`src/rtl/serial_add_ctrl_pkg.sv`:
```
// Shared definitions for the bit-serial adder controller: state encoding and
// default operand width.
package serial_add_ctrl_pkg;

  localparam int WIDTH_DEF = 8;

  typedef enum logic [1:0] {
    ST_IDLE  = 2'b00,
    ST_SHIFT = 2'b01,
    ST_DONE  = 2'b10
  } state_e;

endpackage

```
`src/rtl/serial_add_ctrl_full_adder.sv`:
```
// Single-bit full adder made of two half adders with the carries ORed together.
module full_adder (
  input  logic a_i,
  input  logic b_i,
  input  logic c_i,
  output logic s_o,
  output logic co_o
);

  logic s1, c1, c2;

  half_adder u_ha0 (.a_i(a_i), .b_i(b_i), .s_o(s1),  .c_o(c1));
  half_adder u_ha1 (.a_i(s1),  .b_i(c_i), .s_o(s_o), .c_o(c2));

  assign co_o = c1 | c2;

endmodule

```
`src/rtl/serial_add_ctrl_half_adder.sv`:
```
// Single-bit half adder; building block for the serial full adder.
module half_adder (
  input  logic a_i,
  input  logic b_i,
  output logic s_o,
  output logic c_o
);

  assign s_o = a_i ^ b_i;
  assign c_o = a_i & b_i;

endmodule

```
`src/rtl/serial_add_ctrl.sv`:
```
// Bit-serial adder controller: adds two WIDTH-bit operands one bit per cycle,
// LSB first, and presents a registered sum/carry with a one-cycle done pulse.
//
// state | meaning
// IDLE  | waiting for start
// SHIFT | one full-adder step per cycle, WIDTH cycles total
// DONE  | result loaded, done pulse; accepts a new start
module serial_add_ctrl
  import serial_add_ctrl_pkg::*;
#(
  parameter int WIDTH = WIDTH_DEF
) (
  input  logic             clk,
  input  logic             rst,
  input  logic             start,
  input  logic [WIDTH-1:0] a,
  input  logic [WIDTH-1:0] b,
  output logic             busy,
  output logic             done,
  output logic [WIDTH-1:0] sum,
  output logic             carry
);

  localparam int              CNT_W    = $clog2(WIDTH) + 1;
  localparam logic [CNT_W-1:0] CNT_LAST = CNT_W'(WIDTH - 1);

  state_e           state_q;
  logic [WIDTH-1:0] a_q, b_q, res_q, sum_q;
  logic [CNT_W-1:0] cnt_q;
  logic             cf_q, carry_q, busy_q, done_q;

  logic             fa_s, fa_co;
  logic [WIDTH-1:0] res_d;

  full_adder u_fa (
    .a_i (a_q[0]),
    .b_i (b_q[0]),
    .c_i (cf_q),
    .s_o (fa_s),
    .co_o(fa_co)
  );

  // New sum bit enters at the MSB so the first (LSB) bit lands at bit 0 after WIDTH steps.
  assign res_d = (res_q >> 1) | {fa_s, {(WIDTH-1){1'b0}}};

  always_ff @(posedge clk or posedge rst) begin
    if (rst) begin
      state_q <= ST_IDLE;
      a_q     <= '0;
      b_q     <= '0;
      res_q   <= '0;
      sum_q   <= '0;
      cnt_q   <= '0;
      cf_q    <= 1'b0;
      carry_q <= 1'b0;
      busy_q  <= 1'b0;
      done_q  <= 1'b0;
    end else begin
      done_q <= 1'b0;
      case (state_q)
        ST_SHIFT: begin
          a_q   <= a_q >> 1;
          b_q   <= b_q >> 1;
          res_q <= res_d;
          cf_q  <= fa_co;
          cnt_q <= cnt_q + CNT_W'(1);
          if (cnt_q == CNT_LAST) begin
            state_q <= ST_DONE;
            busy_q  <= 1'b0;
            done_q  <= 1'b1;
            sum_q   <= res_d;
            carry_q <= fa_co;
          end
        end
        default: begin
          if (start) begin
            state_q <= ST_SHIFT;
            busy_q  <= 1'b1;
            a_q     <= a;
            b_q     <= b;
            cf_q    <= 1'b0;
            cnt_q   <= '0;
          end else begin
            state_q <= ST_IDLE;
            busy_q  <= 1'b0;
          end
        end
      endcase
    end
  end

  assign busy  = busy_q;
  assign done  = done_q;
  assign sum   = sum_q;
  assign carry = carry_q;

endmodule
```
`config.mk`:
```
export PLATFORM = sky130hd
export DESIGN_NAME = serial_add_ctrl
export DESIGN_NICKNAME = d
export VERILOG_FILES = /design/src/rtl/serial_add_ctrl_pkg.sv /design/src/rtl/serial_add_ctrl_full_adder.sv /design/src/rtl/serial_add_ctrl_half_adder.sv /design/src/rtl/serial_add_ctrl.sv
export SDC_FILE = /design/constraint.sdc
export NUM_CORES = 1
export LEC_CHECK = 0
export CAP_MARGIN = 20
export CORE_MARGIN = 1.5
export CORE_UTILIZATION = 41
export DETAILED_ROUTE_END_ITERATION = 16
export PLACE_DENSITY = 0.75
export SYNTH_ARGS = -nofsm -noshare
export SYNTH_HDL_FRONTEND = slang
export SYNTH_SLANG_ARGS = --single-unit
```
`constraint.sdc`:
```
create_clock -name clk -period 1.75 [get_ports clk]
set_input_delay 0.2625 -clock clk [delete_from_list [all_inputs] [get_ports clk]]
set_output_delay 0.2625 -clock clk [all_outputs]
set_load 0.03 [all_outputs]
```
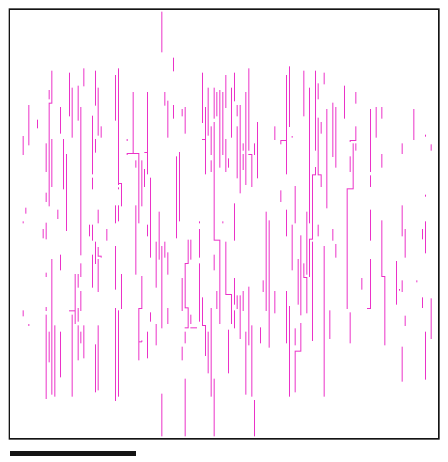
Fig. 1. Met2 routing.
Scale bar: 20 microns.
- longest straight run: 23.8 microns
- wire length on this layer: 1400 microns
- share of all routed wire: 49%
- nets with wire on the layer: 156
- main direction: vertical

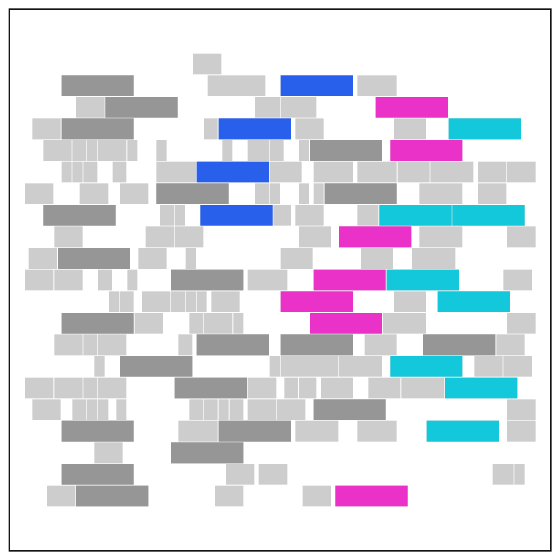
Fig. 2. Register map, names as in the netlist.
Other sequential cells in the stronger grey, the rest of the logic in the fainter grey.
- res_q: magenta (flops 7)
- sum: cyan (flops 8; where middle right)
- cnt_q: blue (flops 4; where top centre)
- not coloured: 21

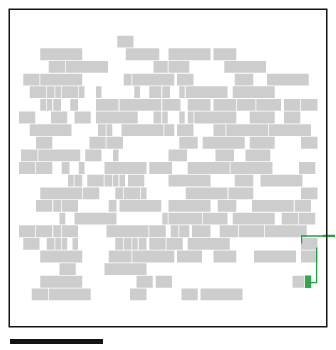
Fig. 3. Nets reached from selected ports.
Scale bar: 20 microns.
- rst: green (bits 1; direction input; edge right; end cells 1; buffers 1; wire 15.9 microns)

==> results.yml <==
# generated from flow reports
critical_path:
  cp-start-kind: "flop"
  crit_end: "busy"
  worst-r2r-setup-slack_ns: 0.25
  slowest_delay_ns: 0.68
  reg2reg_from: "state_q[0]$_DFFE_PP0P_"
  cp_cell_sequence: "clkdlybuf4s50_1"
  crit_type: "reg -> out"
  arrival_ns: 1.33
  critPathMaxFanout: 2
power_and_ir_drop:
  worst_ir_drop_vdd_v: 0.0006266
  clkPwrFrac: 0.156
  p_clk_w: 0.000564
place:
  place_area_sq_mm: 0.002067
timing:
  drv_slew: 0
  hold_viol_final: 0
  setup_slack_ns: 0.1568
  clock_skew_ns: 0.007089
routing:
  viasPerCell: 4.958
  met2_length_microns: 1404
  drt-wirelength-per-cell_microns: 13.29
  wl_met1_microns: 1218
floorplan:
  nWellTaps: 50
  num_io_pins: 30
global_routing:
  grt_overflow: 0
  busiest_layer: "met2"
final_layout:
  ff_latch_area_sq_mm: 0.001001
  largest_class: "sequential cells"
  inv_count: 1
  ff_count: 40
  sh_seq_area: 0.4667
  fillers: 350
  num-nonclk-buffers: 32
synthesis:
  yosysWarnings: 0
  top_area_cell: "dfrtp_1"
  ys_cells: 133
clock_network:
  holdBufCountCts: 0
run_status:
  outcome: "finished clean"
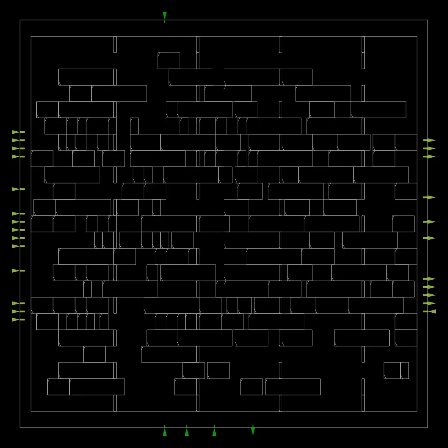
Fig. 4. Cell outlines without signal wires.
row count: 23
Final Non-Filler Cells: 214

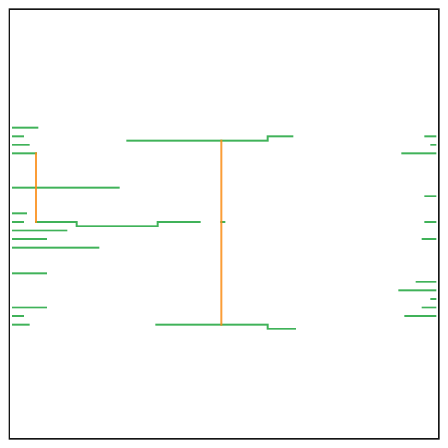
Fig. 5. Wiring by layer.
Only two layers are drawn.
- met4: orange (wire length 40.1 microns)
- met3: green (wire length 181 microns)

-- logic make-up (layout without fill, tap and decap cells) --
logic type,Yosys count,in the layout,share of synthesized area
flip-flops,40,40,0.5776
multiplexers,35,35,0.2325
AND/OR/NAND/NOR,28,28,0.07941
AND-OR/OR-AND,19,19,0.05849
buffers and inverters,9,40,0.03321
adder cells (fa/ha/maj),2,2,0.01877
-- Yosys cell counts --
library cell,n
nand2b_1,2
mux2i_1,17
and4b_1,1
nor2b_4,1
nand3_1,1
fa_1,1
a21oi_1,1
mux2_2,10
nor2_1,4
a41oi_1,1
and4b_4,1
mux2_4,8
buf_12,1
dfrtp_1,40
o21a_1,1
nand2_1,18
buf_2,6
inv_1,1
o21ai_0,16
clkbuf_1,1
ha_1,1
